$ cat config.mk
export PLATFORM = sky130hd
export DESIGN_NAME = gpu_wb_cmd_queue
export DESIGN_NICKNAME = d
export VERILOG_FILES = /design/src/rtl/gpu_wb_cmd_queue.sv
export SDC_FILE = /design/constraint.sdc
export NUM_CORES = 1
export LEC_CHECK = 0
export CORE_MARGIN = 3
export CORE_UTILIZATION = 50
export DETAILED_ROUTE_END_ITERATION = 12
export PLACE_DENSITY = 0.67
export SETUP_SLACK_MARGIN = 0.3
export SYNTH_ARGS = -nofsm -noshare
export SYNTH_HDL_FRONTEND = slang
export SYNTH_SLANG_ARGS = --single-unit
$ cat constraint.sdc
create_clock -name clk -period 10.2 [get_ports clk]
set_input_delay 1.02 -clock clk [delete_from_list [all_inputs] [get_ports clk]]
set_output_delay 1.02 -clock clk [all_outputs]
set_load 0.01 [all_outputs]
$ cat src/rtl/gpu_wb_cmd_queue.sv
// GPU Wishbone write-command queue.
// Buffers write commands and replays them as single Wishbone writes.
module gpu_wb_cmd_queue #(
   parameter int DEPTH   = 16,
   parameter int TIMEOUT = 255
) (
   input  logic                       clk,
   input  logic                       reset,
   input  logic                       i_push,
   input  logic [26:0]                i_adr,
   input  logic [31:0]                i_dat,
   input  logic [3:0]                 i_sel,
   input  logic                       i_clear_err,
   output logic                       o_full,
   output logic [$clog2(DEPTH):0]     o_level,
   output logic                       o_busy,
   output logic                       o_overflow,
   output logic                       o_timeout_err,
   output logic                       wb_cyc_o,
   output logic                       wb_stb_o,
   output logic                       wb_we_o,
   output logic [26:0]                wb_adr_o,
   output logic [31:0]                wb_dat_o,
   output logic [3:0]                 wb_sel_o,
   input  logic                       wb_ack_i
);

   localparam int AW = $clog2(DEPTH);
   localparam int LW = AW + 1;
   localparam logic [LW-1:0] FULL_LVL = LW'(DEPTH);
   localparam logic [15:0]   TO_LAST  = 16'(TIMEOUT - 1);

   typedef enum logic [1:0] {
      IDLE,
      ISSUE,
      GAP
   } state_t;

   state_t          state_q;
   state_t          state_d;
   logic [AW-1:0]   wr_ptr;
   logic [AW-1:0]   rd_ptr;
   logic [LW-1:0]   level;
   logic [15:0]     wait_cnt;
   logic [62:0]     mem [DEPTH];
   logic [62:0]     head;
   logic            push_ok;
   logic            load;
   logic            pop;
   logic            abort;

   assign o_level = level;
   assign o_full  = (level == FULL_LVL);
   assign o_busy  = (level != '0) | (state_q != IDLE);
   assign push_ok = i_push & ~o_full & ~reset;
   assign head    = mem[rd_ptr];

   // State register.
   always_ff @(posedge clk) begin
      if (reset) state_q <= IDLE;
      else       state_q <= state_d;
   end

   // Next state; ack wins over a timeout landing on the same cycle.
   always_comb begin
      state_d = state_q;
      load    = 1'b0;
      pop     = 1'b0;
      abort   = 1'b0;
      unique case (state_q)
         IDLE: begin
            if (level != '0) begin
               load    = 1'b1;
               state_d = ISSUE;
            end
         end
         ISSUE: begin
            if (wb_ack_i) begin
               pop     = 1'b1;
               state_d = GAP;
            end else if (wait_cnt == TO_LAST) begin
               pop     = 1'b1;
               abort   = 1'b1;
               state_d = GAP;
            end
         end
         GAP:     state_d = IDLE;
         default: state_d = IDLE;
      endcase
   end

   // FIFO pointers and occupancy.
   always_ff @(posedge clk) begin
      if (reset) begin
         wr_ptr <= '0;
         rd_ptr <= '0;
         level  <= '0;
      end else begin
         if (push_ok) wr_ptr <= wr_ptr + AW'(1);
         if (pop)     rd_ptr <= rd_ptr + AW'(1);
         unique case ({push_ok, pop})
            2'b10:   level <= level + LW'(1);
            2'b01:   level <= level - LW'(1);
            default: level <= level;
         endcase
      end
   end

   // FIFO storage; contents are don't-care until written.
   always_ff @(posedge clk) begin
      if (push_ok) mem[wr_ptr] <= {i_adr, i_dat, i_sel};
   end

   // Wishbone master outputs and ack wait counter.
   always_ff @(posedge clk) begin
      if (reset) begin
         wb_cyc_o <= 1'b0;
         wb_stb_o <= 1'b0;
         wb_we_o  <= 1'b0;
         wb_adr_o <= '0;
         wb_dat_o <= '0;
         wb_sel_o <= '0;
         wait_cnt <= '0;
      end else if (load) begin
         wb_cyc_o <= 1'b1;
         wb_stb_o <= 1'b1;
         wb_we_o  <= 1'b1;
         wb_adr_o <= head[62:36];
         wb_dat_o <= head[35:4];
         wb_sel_o <= head[3:0];
         wait_cnt <= '0;
      end else if (pop) begin
         wb_cyc_o <= 1'b0;
         wb_stb_o <= 1'b0;
         wb_we_o  <= 1'b0;
         wait_cnt <= '0;
      end else if (state_q == ISSUE) begin
         wait_cnt <= wait_cnt + 16'd1;
      end
   end

   // Sticky error flags; a new event beats a clear.
   always_ff @(posedge clk) begin
      if (reset) begin
         o_overflow    <= 1'b0;
         o_timeout_err <= 1'b0;
      end else begin
         o_overflow    <= (i_push & o_full) |
                          (o_overflow & ~i_clear_err);
         o_timeout_err <= abort |
                          (o_timeout_err & ~i_clear_err);
      end
   end

endmodule
**Run 1: cell area per tile**

Scale bar: 100 um. The die is cut into 30 by 30 equal tiles; white is low, dark blue is high, 0 to 100% covered.
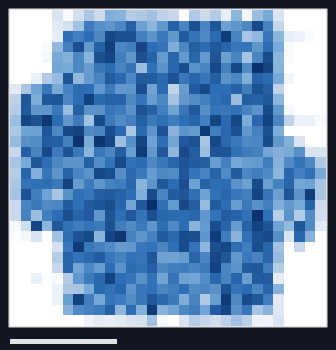
tiles over 75% full: 28%
fullest tile: 100%
mean over tiles: 54%
nearly empty tiles: 15%

**Run 1: placed standard cells**

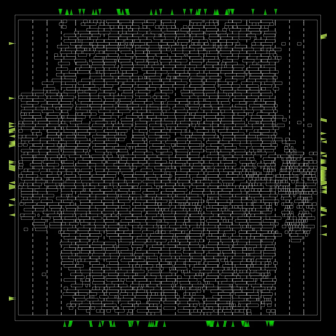
post-route insts no fill: 3338
Core Footprint: 82600 um^2
registers: 1105

**Run 1: nets reached from selected ports**

Scale bar: 100 um.
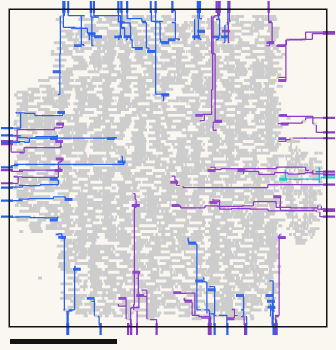
[purple] wb_adr_o | direction: output | end cells: 27 | buffers: 27 | wire: 2070 um
[cyan] wb_we_o | direction: output | end cells: 1 | buffers: 1 | wire: 60.3 um
[blue] wb_dat_o | direction: output | end cells: 32 | buffers: 32 | wire: 1850 um

**Run 1: where the registers sit**

Scale bar: 100 um. Other sequential cells in the stronger grey, the rest of the logic in the fainter grey.
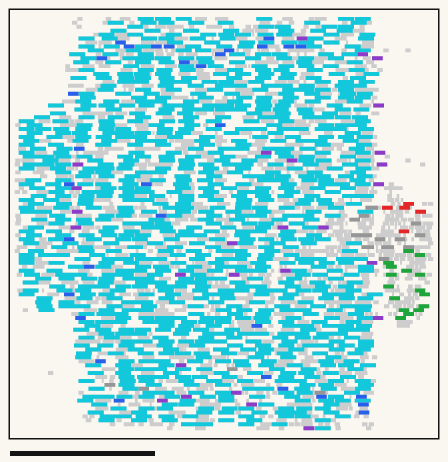
[purple] wb_adr_o | placed flops: 27 | where: all over the die
[red] o_level | placed flops: 5 | where: right middle
[blue] wb_dat_o | placed flops: 32
[green] wait_cnt | placed flops: 16
[cyan] mem | placed flops: 1008

-- run 1: kinds of logic (layout without fill, tap and decap cells) --
logic type,after synthesis,in the layout,share of synthesized area [%]
AOI/OAI and AO/OA,164,164,3.19
xor gates and xnor gates,14,14,0.292
adders and majority gates,10,10,0.298
buffers and inverters,128,395,1.44
DFF,1105,1105,76.7
muxes,384,384,15.7
other,0,3,0
and+or+nand+nor,193,193,2.37
-- run 1: sequential cells by signal, indices dropped and copies added (netlist names), 2 cells and up --
signal,cells
rd_ptr,4
mem,1008
wb_adr_o,27
wait_cnt,16
state_q,2
wb_dat_o,32
o_level,5
wb_sel_o,4
wr_ptr,4
-- run 1: worst min-delay path, cell delays in order (launching register included) --
cell	delay, ns
dfxtp_1	0.32
nand2_1	0.07
a21oi_1	0.06
-- run 1: routing by layer --
| layer | part of all wire [%] | routed length [um] | GRT usage, % |
|---|---|---|---|
| met5 | 0.028 | 25 | 0 |
| met3 | 5.9 | 5280 | 3.56 |
| met1 | 42 | 37300 | 29.0 |
| met2 | 50 | 44600 | 34.0 |
| met4 | 2.0 | 1740 | 5.33 |
-- run 1: power by group --
group / switching (mW) / total, mW / internal (mW)
clock: 1.66 / 4.00 / 2.34
sequential: 0.129 / 5.21 / 5.08
combinational: 0.550 / 0.994 / 0.444
-- run 1: stage by stage --
step | setup WS (ns) | cell area [um^2] | utilization [%]
after floorplan | 3.80 | 42000 | -
after global placement | 5.04 | 44600 | 54.0
after detailed placement | 4.85 | 44600 | 54.0
after CTS | 5.55 | 48300 | 58.4
after global routing | 5.33 | 48300 | 58.4
final | 5.55 | 48300 | 58.4
-- run 1: worst max-delay path by stage --
stage / from / to / slack [ns]
3_5_place_dp: reset / mem[15][32] / 4.85
2_1_floorplan: i_push / mem[0][0] / 3.80
5_1_grt: reset / mem[15][7] / 5.33
4_1_cts: reset / mem[15][7] / 5.55
6_report: reset / mem[15][7] / 5.55
3_3_place_gp: reset / mem[15][32] / 5.04
-- run 1: cell usage in the layout (no fill, tap or decap), drive strengths merged, types with 4 or more instances in the layout --
cell,count
inv,14
nor2,29
nand3,63
buf,36
clkdlybuf4s50,142
a211oi,22
a21oi,10
bufinv,10
a31oi,19
o21ai,26
xor2,12
edfxtp,1008
o221ai,47
nor4,6
dfxtp,97
nand4,8
nor2b,6
nor3,13
nand2b,4
nand2,36
mux4,220
clkinvlp,5
ha,10
clkinv,34
and2,4
clkbuf,154
mux2i,161
o22ai,33
or3,6
-- run 1: final cells by class --
type	instances	area [um^2]
Inverter	12	45.0
Timing Repair Buffer	178	1720
Tap cell	1070	1340
Sequential cell	1105	32200
Clock inverter	51	581
Antenna cell	3	7.51
Clock buffer	154	3050
Fill cell	5749	34400
Multi-Input combinational cell	765	9310
==> flow_metrics.env, run 1 <==
# source this file to load flow results
export IMPL_yosys_cells=1998
export IMPL_cp_arrival_ns=4.93
export IMPL_fin_setup_tns_ns=0
export IMPL_hold_viol_final=0
export IMPL_clock_latency_ns=0.67
export IMPL_finalClockPeriodUsage_pct=45.6
export IMPL_clockRootBuffer="clkbuf_16"
export IMPL_setup_viol=0
export IMPL_cp_required_ns=10.48
export IMPL_leakagePower_nw=14.5
export IMPL_hold_class="flop to flop"
export IMPL_synth_seq_share_pct=76.7
export IMPL_drive_gt1_share_pct=21.3
export IMPL_yosysWarnings=0
export IMPL_ys_ff=1105
export IMPL_cts_buffer_depth=3
export IMPL_synth_edff_count=1008
export IMPL_skew_ns=0.0270
export IMPL_power_density_nw_per_um2=211
export IMPL_drt_iter0_markers=1652
export IMPL_chip_area_um2=87500
export IMPL_ant_nets=0
export IMPL_cts_setup_buffers=0
export IMPL_grt_setup_unrepaired="no"
export IMPL_die_x_um=296
export IMPL_crit_fanout=40
export IMPL_min_period_ns=4.65
export IMPL_drv_slew=0
export IMPL_synthesis_instances=1998
export IMPL_startpoint_type="input pin"
export IMPL_async_flop_share_pct=0
export IMPL_crit_cells=5
export IMPL_max_freq_mhz=215
export IMPL_min_delay_path_depth=2
export IMPL_fp_nets=2076
export IMPL_rrSetupSlack_ns=6.43
export IMPL_peakVddDrop_v=0.000155
export IMPL_ioPinCount=143
export IMPL_power_mw=10.2
export IMPL_worstSetupEndpointType="flop"
export IMPL_synth_top_cell_by_count="edfxtp_1"
export IMPL_antenna_found_initial=5
export IMPL_postCtsHoldBufs=0
export IMPL_synth_top_area_share_pct=72.1
export IMPL_synth_avg_cell_area_um2=21.0
export IMPL_core_util_floorplan_pct=50.8
export IMPL_top_area_cell="edfxtp_1"
export IMPL_tightest_slew_ns=1.08
export IMPL_rows=105
export IMPL_maxCapViolCount=0
export IMPL_ys_types=54
export IMPL_totalWireLength_um=88900
export IMPL_final_nets=2248
export IMPL_num_vias=20100
export IMPL_cp_slowest_cell="nor2_4"
export IMPL_htreeDepth=3
export IMPL_die_height_um=296
export IMPL_numCtsBuffers=108
export IMPL_grt_pass1_wl_um=134000
export IMPL_avgRoutedWirePerCell_um=26.6
export IMPL_syn_to_final_growth_pct=14.9
export IMPL_hpwl_um=46400
export IMPL_synthTopCellsByCount="edfxtp_1 (1008), mux4_2 (220), mux2i_1 (161)"
export IMPL_tritoncts="done"
export IMPL_ff_type="edfxtp_1"
export IMPL_via_per_inst=6.03
export IMPL_dp_cells=3130
export IMPL_critPathKind="input pin to flop"
export IMPL_grt_max_degree=159
export IMPL_warning_count=38
export IMPL_crit_buf_inv=3
export IMPL_rr_endpoint="o_level[4]"
export IMPL_port_buffers=142
export IMPL_status="complete, no violations"
export IMPL_ys_area_um2=42000
export IMPL_drc=0
export IMPL_reg2reg_from="wait_cnt[8]"
export IMPL_firstDrtPassIters=7
export IMPL_synth_area_um2=42000
export IMPL_top_cells_by_area="edfxtp_1 (72%), mux4_2 (12%), dfxtp_1 (4.6%), mux2i_1 (3.8%), o221ai_2 (1.1%)"
export IMPL_r2r_cells=10
export IMPL_cts_sinks=1105
export IMPL_whs_ns=0.493
export IMPL_clk_pin_slew_ns=0.06
export IMPL_grt_overflow=0
export IMPL_grt_use_total_pct=20.6
export IMPL_min_from="o_timeout_err"
export IMPL_cts_resized=0
export IMPL_holdPathEnd="o_timeout_err"
export IMPL_grt_pass1_vias=21100
export IMPL_cp_top_family="buffers and inverters"
export IMPL_path_cells="clkdlybuf4s50_1 > inv_2 > o2111ai_1 > nor2_4 > buf_4"
export IMPL_max_stage_delay_ns=0.98
export IMPL_maxSlewHeadroom_pct=27.8
export IMPL_gp_congestion=0.752
**Run 1: power grid**

Scale bar: 100 um. Pins as bars on the die edge. Tap cells in grey.
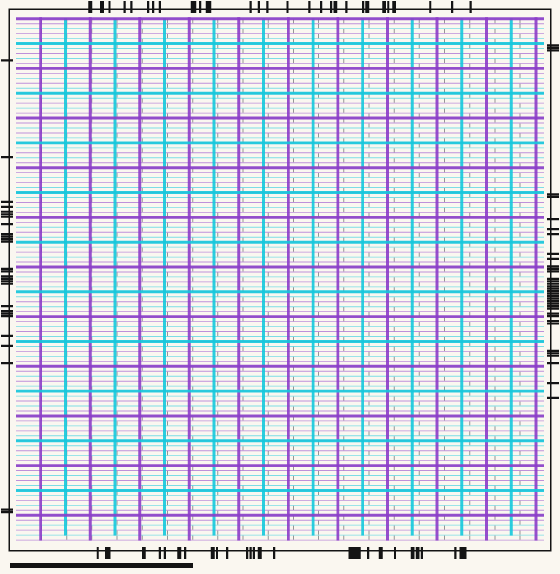

==> inputs of run 2 (changes only) <==
PLACE_DENSITY = 0.7   (was 0.67)
clock period = 3.9 ns   (was 10.2 ns; I/O delays follow)
**Run 2: power grid**

Scale bar: 100 um. Pins as bars on the die edge. Tap cells in grey.
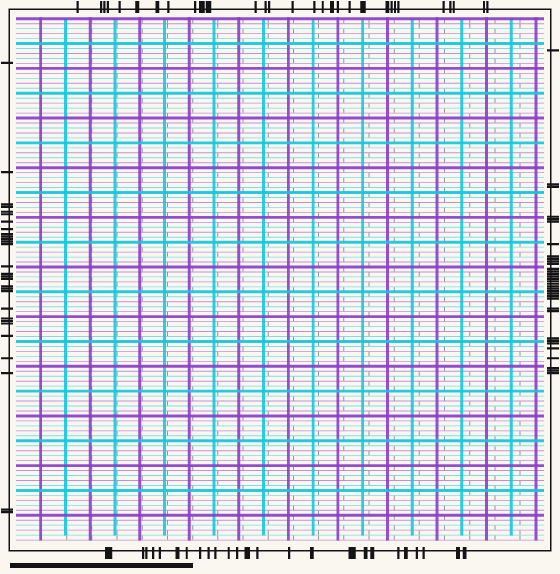
[cyan] VDD
[purple] VSS
met4 straps: 21
signal pins: 143

**Run 2: cell area per tile**

Scale bar: 100 um. The die is cut into 30 by 30 equal tiles; white is low, dark blue is high, 0 to 100% covered.
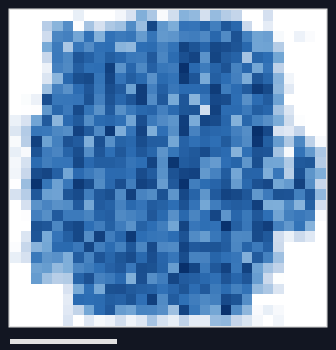
mean over tiles: 54%
tiles over 75% full: 35%
densest ninth of the die: middle
fullest tile: 100%
nearly empty tiles: 17%

==> run 2 against run 1 <==
Compared with the run above:
- clock power grew to 2.7 times the previous value
- sequential share of layout area shrank 0.73 points
- synthesized area is the same
- largest power group unchanged
- global-route usage grew 0.51 points
- non-clock buffer count grew 22
- critical endpoint is now o_level[4]
==> flow_metrics.env, run 2 <==
# source this file to load flow results
export IMPL_status="complete, no violations"
export IMPL_synth_area_um2=42000
export IMPL_cp_required_ns=4.44
export IMPL_r2r_cells=10
export IMPL_peakVddDrop_v=0.000418
export IMPL_seqCellArea_um2=32200
export IMPL_fin_setup_tns_ns=0
export IMPL_cts_buffer_depth=3
export IMPL_htreeDepth=3
export IMPL_totalWireLength_um=90500
export IMPL_synth_seq_share_pct=76.7
export IMPL_ys_area_um2=42000
export IMPL_largest_reg_flops=1008
export IMPL_synth_edff_count=1008
export IMPL_core_area_um2=82600
export IMPL_clockRootBuffer="clkbuf_16"
export IMPL_grt_max_degree=71
export IMPL_grt_overflow=0
export IMPL_ant_nets=0
export IMPL_synth_avg_cell_area_um2=21.0
export IMPL_final_nets=2271
export IMPL_warning_count=33
export IMPL_postCtsHoldBufs=0
export IMPL_synth_top_cell_by_count="edfxtp_1"
export IMPL_synthTopCellsByCount="edfxtp_1 (1008), mux4_2 (220), mux2i_1 (161)"
export IMPL_cp_arrival_ns=3.83
export IMPL_fin_area_um2=48800
export IMPL_maxSlewHeadroom_pct=21.2
export IMPL_internal_power_mw=20.8
export IMPL_p_clk_share_pct=39.5
export IMPL_drive_gt1_share_pct=22.2
export IMPL_p_sw_share_pct=22.6
export IMPL_gp_congestion=0.726
export IMPL_cp_slowest_cell="and4_1"
export IMPL_rr_endpoint="o_level[4]"
export IMPL_worstSetupEndpointType="flop"
export IMPL_drc=0
export IMPL_firstDrtPassIters=5
export IMPL_reg2reg_from="wait_cnt[5]"
export IMPL_via_per_inst=6.06
export IMPL_ys_types=54
export IMPL_cts_sinks=1105
export IMPL_leakagePower_nw=14.8
export IMPL_syn_to_final_growth_pct=16.2
export IMPL_ys_ff=1105
export IMPL_avgRoutedWirePerCell_um=26.9
export IMPL_layout_top_cell="edfxtp_1"
export IMPL_fin_cells=3365
export IMPL_holdPathEnd="o_timeout_err"
export IMPL_async_flop_share_pct=0
export IMPL_nFillCells=5740
export IMPL_cts_resized=0
export IMPL_setup_viol=0
export IMPL_hold_viol_final=0
export IMPL_grt_setup_unrepaired="no"
export IMPL_core_util_floorplan_pct=50.8
export IMPL_die_x_um=296
export IMPL_numCtsBuffers=109
export IMPL_antenna_found_initial=9
export IMPL_min_period_ns=3.29
export IMPL_power_density_nw_per_um2=551
export IMPL_port_buffers=142
export IMPL_netSwitchingPower_mw=6.08
export IMPL_grt_pass1_vias=21200
export IMPL_max_freq_mhz=304
export IMPL_max_stage_delay_ns=0.40
export IMPL_ioPinCount=143
export IMPL_logic_area_um2=9340
export IMPL_fin_ws_ns=0.613
export IMPL_tritoncts="done"
export IMPL_yosysWarnings=0
export IMPL_clk_pin_slew_ns=0.06
[run 2: cell counts after synthesis]
No cell type changed its count.
[run 2: layout make-up]
class	count	share of cell area, %
Antenna cell	7	0.0359
Clock buffer	158	6.45
Clock inverter	48	1.10
Inverter	12	0.0923
Multi-Input combinational cell	765	19.1
Sequential cell	1105	66.0
Tap cell	1070	2.74
Timing Repair Buffer	200	4.42
[run 2: critical path, delay by kind of cell, from the launching register on]
family / cells / cell delay, ns
simple gates: 3 / 0.88
compound gates: 3 / 0.68
fa+ha+maj: 2 / 0.64
flops: 1 / 0.39
mux: 1 / 0.36
xor+xnor: 1 / 0.21
[run 2: kinds of logic (layout without fill, tap and decap cells)]
kind of cell    count (synthesis)  after routing  synth area share (%)
fa+ha+maj                      10             10                 0.298
simple gates                  193            193                  2.37
other cells                     0              7                     0
mux                           384            384                  15.7
xor+xnor                       14             14                 0.292
flops                        1105           1105                  76.7
buf+inv                       128            418                  1.44
compound gates                164            164                  3.19
[run 2: routing by layer]
metal  GRT usage (%)  vias up  wire length, um
met1            29.2    10700            36800
met3            3.65      121             6420
li1                -     8752                -
met2            35.2      757            45800
met5               0        -               33
met4            5.66        4             1560
[run 2: how the worst max path moves through the flow]
stage / to / from
after global placement: o_level[4] / i_push
after CTS: o_level[4] / wait_cnt[4]
after detailed placement: o_level[4] / wait_cnt[4]
after global routing: o_level[4] / wait_cnt[4]
after floorplan: mem[12][0] / o_level[1]
final: o_level[4] / wait_cnt[5]
[run 2: metrics by stage]
| stage | util, % | hold WS (ns) |
|---|---|---|
| after detailed placement | 54.6 | 0.461 |
| after CTS | 59.0 | 0.350 |
| after floorplan | - | 0.458 |
| final | 59.1 | 0.386 |
| after global routing | 59.0 | 0.403 |
| after global placement | 54.6 | 0.455 |
[run 2: power groups by stage]
stage	registers, mW	logic [mW]	clock network [mW]
2_1_floorplan	13.8	1.33	0
6_report	13.6	2.62	10.6
5_1_grt	13.7	2.81	11.3
4_1_cts	13.7	2.64	10.8
3_3_place_gp	13.9	2.59	0
3_5_place_dp	13.9	2.63	0
No activity file was given, so power comes from the tool's default toggle rates.
